===== config.mk =====
export PLATFORM = sky130hd
export DESIGN_NAME = interrupt_controller
export DESIGN_NICKNAME = d
export VERILOG_FILES = /design/src/rtl/interrupt_pkg.sv /design/src/rtl/interrupt_controller_quantum_timer.sv /design/src/rtl/interrupt_controller.sv
export SDC_FILE = /design/constraint.sdc
export NUM_CORES = 1
export LEC_CHECK = 0
export CAP_MARGIN = 15
export CORE_ASPECT_RATIO = 1.5
export CORE_UTILIZATION = 40
export CTS_CLUSTER_SIZE = 10
export DETAILED_ROUTE_END_ITERATION = 6
export GPL_ROUTABILITY_DRIVEN = 1
export GPL_TIMING_DRIVEN = 0
export PLACE_DENSITY = 0.75
export SYNTH_ARGS = -nofsm -noshare
export SYNTH_HDL_FRONTEND = slang
export SYNTH_SLANG_ARGS = --single-unit

===== constraint.sdc =====
create_clock -name clk -period 2.18 [get_ports clk]
set_clock_uncertainty 0.1 [all_clocks]
set_input_delay 0.218 -clock clk [delete_from_list [all_inputs] [get_ports clk]]
set_output_delay 0.218 -clock clk [all_outputs]
set_load 0.05 [all_outputs]

===== src/rtl/interrupt_pkg.sv =====
// Shared interrupt codes and capture priority for the interrupt controller.
package interrupt_pkg;

    localparam int CODE_W  = 2;
    localparam int NUM_SRC = 3;

    typedef logic [CODE_W-1:0] int_code_t;

    localparam int_code_t INT_NONE  = 2'd0;
    localparam int_code_t INT_TIMER = 2'd1;
    localparam int_code_t INT_DISK  = 2'd2;
    localparam int_code_t INT_INPUT = 2'd3;

    // Highest index is highest priority: DISK > INPUT > TIMER.
    localparam logic [NUM_SRC-1:0][CODE_W-1:0] PRIO_ORDER = {INT_DISK, INT_INPUT, INT_TIMER};

    // Pending vector is indexed by code; bit 0 (NONE) is never set.
    function automatic int_code_t pick_code(input logic [(1<<CODE_W)-1:0] pend);
        int_code_t code;
        code = INT_NONE;
        for (int i = NUM_SRC - 1; i >= 0; i--) begin
            if ((code == INT_NONE) && pend[PRIO_ORDER[i]]) begin
                code = PRIO_ORDER[i];
            end else begin
                code = code;
            end
        end
        return code;
    endfunction

endpackage


===== src/rtl/interrupt_controller_quantum_timer.sv =====
// User-mode time-slice counter; pulses expire_o on the cycle it wraps from QUANTUM-1.
module quantum_timer #(
    parameter int QUANTUM   = 1024,
    parameter int CNT_WIDTH = 16
) (
    input  logic clk_i,
    input  logic rst_ni,
    input  logic en_i,
    input  logic clr_i,
    output logic expire_o
);

    localparam logic [CNT_WIDTH-1:0] LAST = CNT_WIDTH'(QUANTUM - 1);
    localparam logic [CNT_WIDTH-1:0] ONE  = {{(CNT_WIDTH-1){1'b0}}, 1'b1};

    logic [CNT_WIDTH-1:0] cnt_q, cnt_d;

    assign expire_o = en_i && !clr_i && (cnt_q == LAST);

    // Clear dominates; otherwise count and wrap at the end of the slice.
    always_comb begin
        cnt_d = cnt_q;
        if (clr_i || expire_o) begin
            cnt_d = {CNT_WIDTH{1'b0}};
        end else if (en_i) begin
            cnt_d = cnt_q + ONE;
        end else begin
            cnt_d = cnt_q;
        end
    end

    // Counter register.
    always_ff @(posedge clk_i or negedge rst_ni) begin
        if (!rst_ni) begin
            cnt_q <= {CNT_WIDTH{1'b0}};
        end else begin
            cnt_q <= cnt_d;
        end
    end

endmodule


===== src/rtl/interrupt_controller.sv =====
// Latches disk/input/timer events, tracks user/kernel mode and runs the intr/inta capture handshake.
module interrupt_controller
    import interrupt_pkg::*;
#(
    parameter int PC_WIDTH  = 32,
    parameter int QUANTUM   = 1024,
    parameter int CNT_WIDTH = 16
) (
    input  logic                clk,
    input  logic                rst,
    input  logic                cpuEn,
    input  logic                userMode,
    input  logic                kernelMode,
    input  logic                inta,
    input  logic                clearIntr,
    input  logic                diskDone,
    input  logic                inputReq,
    input  logic [PC_WIDTH-1:0] pc,
    output logic                intr,
    output logic [31:0]         intCode,
    output logic [PC_WIDTH-1:0] intPc,
    output logic                isUser
);

    localparam logic [0:0] ST_KERNEL = 1'b0;
    localparam logic [0:0] ST_USER   = 1'b1;
    localparam int         PEND_W    = 1 << CODE_W;

    logic [0:0]          mode_q, mode_d;
    logic [PEND_W-1:0]   pend_q, pend_d;
    logic                intr_q, intr_d;
    int_code_t           code_q, code_d;
    logic [PC_WIDTH-1:0] int_pc_q, int_pc_d;
    logic                inp_q;

    logic                is_user_s, capture_s, expire_s, inp_rise_s;
    int_code_t           cap_code_s;
    logic [PEND_W-1:0]   set_mask_s, clr_mask_s;

    assign is_user_s  = (mode_q == ST_USER);
    assign capture_s  = cpuEn && intr_q && inta;
    assign cap_code_s = pick_code(pend_q);
    assign inp_rise_s = inputReq && !inp_q;

    quantum_timer #(
        .QUANTUM   (QUANTUM),
        .CNT_WIDTH (CNT_WIDTH)
    ) u_quantum_timer (
        .clk_i    (clk),
        .rst_ni   (rst),
        .en_i     (cpuEn && is_user_s),
        .clr_i    (cpuEn && (userMode || (inta && !intr_q))),
        .expire_o (expire_s)
    );

    // Disk and input events latch even while halted; a new event beats a same-cycle clear.
    always_comb begin
        set_mask_s = {inp_rise_s, diskDone, expire_s, 1'b0};
        clr_mask_s = capture_s ? (PEND_W'(1) << cap_code_s) : {PEND_W{1'b0}};
        pend_d     = (pend_q & ~clr_mask_s) | set_mask_s;
    end

    // Mode FSM: kernelMode beats userMode, and a capture always drops to kernel.
    always_comb begin
        mode_d = mode_q;
        case (mode_q)
            ST_KERNEL: mode_d = (cpuEn && userMode && !kernelMode) ? ST_USER : ST_KERNEL;
            ST_USER:   mode_d = (cpuEn && (kernelMode || capture_s)) ? ST_KERNEL : ST_USER;
            default:   mode_d = ST_KERNEL;
        endcase
    end

    // Request/capture path; capture wins over a coincident clearIntr.
    always_comb begin
        intr_d   = intr_q;
        code_d   = code_q;
        int_pc_d = int_pc_q;
        if (cpuEn) begin
            intr_d = is_user_s && (|pend_q) && (code_q == INT_NONE) && !capture_s;
            if (capture_s) begin
                code_d   = cap_code_s;
                int_pc_d = pc;
            end else if (clearIntr) begin
                code_d   = INT_NONE;
            end else begin
                code_d   = code_q;
            end
        end else begin
            intr_d = intr_q;
        end
    end

    // State registers.
    always_ff @(posedge clk or negedge rst) begin
        if (!rst) begin
            mode_q   <= ST_KERNEL;
            pend_q   <= {PEND_W{1'b0}};
            intr_q   <= 1'b0;
            code_q   <= INT_NONE;
            int_pc_q <= {PC_WIDTH{1'b0}};
            inp_q    <= 1'b0;
        end else begin
            mode_q   <= mode_d;
            pend_q   <= pend_d;
            intr_q   <= intr_d;
            code_q   <= code_d;
            int_pc_q <= int_pc_d;
            inp_q    <= inputReq;
        end
    end

    assign intr    = intr_q;
    assign intCode = {{(32-CODE_W){1'b0}}, code_q};
    assign intPc   = int_pc_q;
    assign isUser  = is_user_s;

endmodule


==> summary.txt <==
Entry: Yosys synthesis followed by OpenROAD place and route.

STA:
- The run puts the setup slack of the critical path after layout at ~0.34 ns.
- Setup repair after global routing left no endpoint under its margin.
- The run gives the final total negative setup slack as 0 ns.
- The run gives the number of setup violations in the final report as 0.
- Per the slew report, the remaining headroom to the max-slew limit stands at a little under two thirds.
- For reference, the final report shows the hold violation count at 0.
- The run puts the worst hold slack at about 0.26 ns.
- Derived from the worst setup path, the maximum achievable clock frequency is ~540 MHz.
- The run gives the share of the cycle needed by the critical path after routing as 84.5%.
- The run gives the transition time of the tightest slew-check pin as 0.544 ns.
- Counting pins that exceed their max-slew limit in the final report gives 0.
- The run puts the final critical-path required period at 1.84 ns.

Setup path:
- The run gives the cell type of the slowest stage on the worst timing path as clkdlybuf4s50_1.
- The run puts the number of logic stages on the critical path including buffering at 1.
- The run gives the kind of critical path as reg -> out.
- The cell family contributing the most delay on the critical path is buffers and inverters.
- The run gives the endpoint arrival time on the critical path as 1.52 ns.
- Listed in order, past its start point the critical path passes clkdlybuf4s50_1.
- The run gives the endpoint of the worst setup timing path as intr.
- The run gives the required arrival time at the worst endpoint as roughly 1.9 ns.
- In this run the critical register-to-register path is captured at u_quantum_timer.cnt_q[6].
- The run gives the sort of element at the end of the critical path as an output port.
- The run gives the largest stage delay on the critical path as a little over 0.8 ns.
- The run gives the kind of start point of the critical path as a flop.
- The worst register-to-register path depth is 6.
- The run puts the number of buffers and inverters on the critical path at 1.
- The run gives the reg-to-reg startpoint as u_quantum_timer.cnt_q[0].
- In this run the worst setup path begins at intr.
- Per the timing report, the biggest fanout along the worst path comes to 4.
- The worst register-to-register path has a setup slack of 0.40 ns.

Layout:
- The run puts the combinational gate count at roughly 160.
- After layout the signal buffers, clock cells excluded, come to between 20 and 30% of cell area.
- Registers represent a cell area share of 37.3%.
- There are approximately 57 flip-flops and latches.
- The run puts the non-clock inverter count in the final layout at 6.
- The run puts the number of non-clock buffers at 115.
- The run gives the area taken by flip-flops and latches as roughly 0.0014 mm^2.
- Cells with a size suffix above 1 make up 25.5% of the layout.
- The run gives the clock distribution area overhead in the final layout as under 10%.
- The run gives the number of fill cells as 546.
- The run puts the growth of design area from synthesis to finish at 43.7%.
- The run puts the count of inserted antenna diode cells at 0.
- The run puts the final-layout clock buffer total at 13.
- The run gives the post-layout instance area as ~0.0038 mm^2.
- The biggest slice of the area belongs to sequential cells.
- The run puts the final core utilization at about three fifths.
- The run gives the area of the multi-input gates as roughly 0.0010 mm^2.
- The final layout contains just under 400 nets.

Clocking:
- Per the CTS log, the root buffer master is clkbuf_8.
- The run gives the later-pin clock latency in the skew report as about 0.33 ns.
- For reference, the clock transition at the flip-flops on the worst setup and hold paths is approximately 0.06 ns.
- The H-tree was split into 3 levels.
- The run gives the post-CTS setup-driven buffer insertion count as 0.
- The run gives the TritonCTS clock tree as done.
- The run puts the CTS sink count at 57.
- Gates resized during post-CTS repair numbered 0.
- The run gives the buffer depth of the longest clock path as 2.
- The run gives the number of CTS-inserted buffers as 9.

Detailed routing:
- After detailed routing, the number of vias per cell comes to roughly 4.6.
- The run gives the starting DRC count in detailed routing as approximately 120.
- The run puts the count of antenna-violating nets left after detailed routing at 0.
- The routed layout reports a DRC error count of 0.
- According to the report, the first pass of detailed routing completed in 4 iterations.
- Per the detail_route report, the via count comes to about 2000.

Place:
- The run gives the number of buffers inserted by port buffering as about 76.
- The placement summary gives the final routability congestion estimate as roughly 0.84.
- The run gives the detailed-placement wirelength estimate as slightly below 4000 um.
- The number of placed instances, taps included, is 408.
- The run gives the placed instance area as about 0.0036 mm^2.
- Per the post-place timing report, worst setup slack is slightly below 0.2 ns.

Power:
- The run gives the worst voltage drop across the vdd grid as 766 uV.
- The run gives the standby leakage power as between 1.5 and 2 nW.
- The run gives the net switching power of the design as 2.09 mW.
- For this design the ratio of total power to cell area is approximately 1300 mW/mm^2.
- The run puts the sequential logic power at ~1.5 mW.
- The run gives the sequential fraction of design power as between 30% and 40%.
- The design draws 4.81 mW.
- The run puts the switching power share of the total at 43.6%.
- The run puts the power consumed by combinational cells at roughly 2.4 mW.
- Looking at the group totals, the largest power group turns out to be combinational cells.
- In this run, power in the clock network comes to 867 uW.
- The run puts the part of the power in the clock network at between 10% and 20%.
- Cell internal power was estimated by the tool at 2.71 mW.
- The run puts the combinational power share at 50.0%.

Global route:
- The run gives the initial antenna violation count as 0.
- The run puts the remaining global-route overflow at 0.
- The run puts the pin count of the biggest net entering global routing at 38.
- The run gives the number of global-route vias before repair as between 1500 and 2000.
- The run puts the first-pass GRT wire length at between 8000 and 9000 um.
- The run puts the overall global routing resource usage at about 17%.

Min path:
- Hold analysis shows the worst path with a depth of 1.
- In this run the most critical hold path is launched from inputReq.
- Note that the worst hold path type here is in -> reg.
- The endpoint of the worst hold path is reported as inp_q.

Die:
- Before placement the cells fill roughly two fifths of the core.
- The run puts the area of the core region at between 0.006 and 0.007 mm^2.
- Per the OpenROAD floorplan log, the area of the die is about 0.007 mm^2.
- Per the OpenROAD floorplan log, the height of the die is 102 um.
- The run gives the site row count as 36.
- The run puts the inserted tap cell count at 76.
- The run puts the die span in x at between 60 and 70 um.
- According to the I/O placement log, the pin count is about 110.

Logic synthesis:
- The run puts the share of synthesized area spent on multiplexers at around 14%.
- The run gives the total of warnings raised by yosys as 0.
- In this run the mean area of a mapped cell was between 10 and 15 um^2.
- Among the non-sequential cells, multiplexers take the most area.
- The run puts the sequential cell area fraction in the yosys report at 53.5%.
- The run gives the synthesized instance count as roughly 230.
- The run gives the synthesized-area fraction occupied by and/or/nand/nor cells as 12.8%.
- Before any placement, the netlist area is recorded as around 0.0027 mm^2.
- Summing the areas of all fa, ha and maj instances in the mapped netlist gives 0.470% of the synthesized area.
- The run puts the number of standard cells reported by yosys at around 230.
- The run puts the count of state elements after synthesis at approximately 57.
- The run gives the fraction of synthesized cell area in xor and xnor cells as between 4 and 5%.
- Of the total synthesized cell area, the portion taken by AND-OR and OR-AND cells is approximately 3.4%.
- After synthesis, the chip area reported by Yosys is about 0.0027 mm^2.
- The netlist uses 32 different library cells.

Job:
- The run gives the reported max-cap violation count as 0.
- The run puts the total tool warning count at 26.

Run status:
- The flow ran to the end, and the final reports show no timing, DRC or antenna violations.
metal layers:
metal  up-vias  routed length, um  track usage [%]
li1        945                  -                -
met1       937               1980             19.5
met2        74               2730             28.4
met3         8                369             5.92
met4         0                 81             7.37
met5         -                  0                0
cells in the mapped netlist:
cell	instances	area, um^2
nand4_4	2	42.5
mux2i_1	1	10.0
xor2_1	2	17.5
nand2b_1	1	6.26
inv_1	6	22.5
buf_4	30	225
a32o_1	1	10.0
clkbuf_8	1	13.8
buf_2	4	20.0
nand2_1	7	26.3
o21a_1	2	15.0
nor3_1	6	30.0
a21o_1	1	7.51
nor4b_1	2	17.5
a21oi_1	2	10.0
nor2_1	23	86.3
o31ai_1	1	7.51
nand4_1	3	18.8
mux2_2	32	360
dfrtp_1	57	1430
nand3_1	12	60.1
and4_1	1	8.76
conb_1	1	3.75
clkbuf_1	1	3.75
ha_1	1	12.5
xnor2_1	12	105
buf_6	1	11.3
and2b_2	1	8.76
nor4_1	4	25.0
nor3_2	1	10.0
o21ai_0	6	30.0
a41o_2	1	11.3
cells in the final DEF (no fill, tap or decap), drive strengths merged, types with 3 or more instances in the layout:
cell	synthesis	final
o21ai	6	6
clkbuf	2	15
dfrtp	57	57
buf	35	37
clkdlybuf4s50	0	75
nand4	5	5
conb	1	30
nand2	7	7
nor3	7	7
nor4	4	4
nor2	23	23
mux2	32	32
clkinv	0	3
xnor2	12	12
nand3	12	12
inv	6	6
state kept, by name, indices dropped and copies added, names as in the netlist:
| signal | flops |
|---|---|
| intr | 1 |
| inp_q | 1 |
| pend_q | 4 |
| code_q | 2 |
| isUser | 1 |
| u_quantum_timer.cnt_q | 16 |
| intPc | 32 |
what timing repair did:
action / in CTS / in global routing
endpoints found under the hold margin: 20 / 0
endpoints found under the setup margin: 0 / 0
hold buffers: 1 / 0
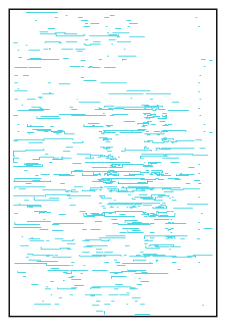
Fig. 1. Met1 routing.
Scale: 3 px per um.
main direction: horizontal
nets with wire on the layer: 316
wire length on this layer: 1980 um
share of all routed wire: 38%
longest straight run: 23.0 um
WL final: 5160 um
met1 routing resource usage after global routing: 19.5%

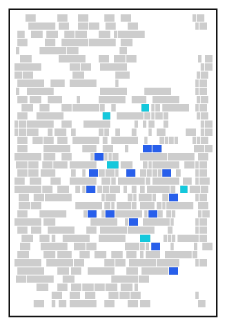
Fig. 2. Logic cells by family.
Scale: 3 px per um.
legend:
  AND-OR and OR-AND gates:
    color: cyan
    cells: 5
  XOR/XNOR gates:
    color: blue
    cells: 14
non-filler cells, final: 425
most common library cell in the layout ignoring fill and taps: clkdlybuf4s50_1
Comb area share: 27.4%

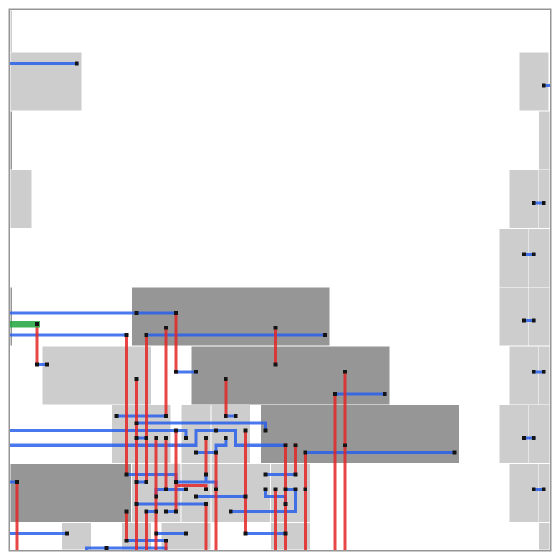
Fig. 3. Layout detail.
Window x 39 to 64, y 64 to 89 um. Cells in gray, sequential cells in the stronger gray; small squares are vias.
legend:
  met3:
    color: green
  met2:
    color: red
  met1:
    color: blue
cells with their middle in the window: 20
netlist names of flops here include: code_q (2)
most frequent: conb_1 (7), dfrtp_1 (4), nor2_1 (2)
sequential cells in the window: 4

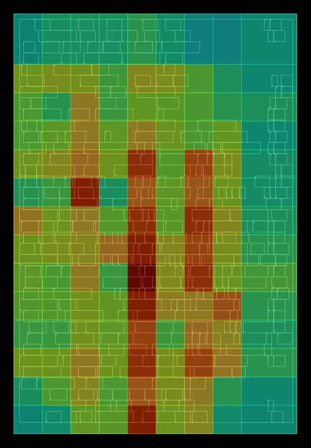
Fig. 4. Track usage over the die.
per-cell routed wire length: 12.2 um
busiest metal layer after global routing: met2

No activity file was given, so power comes from the tool's default toggle rates.
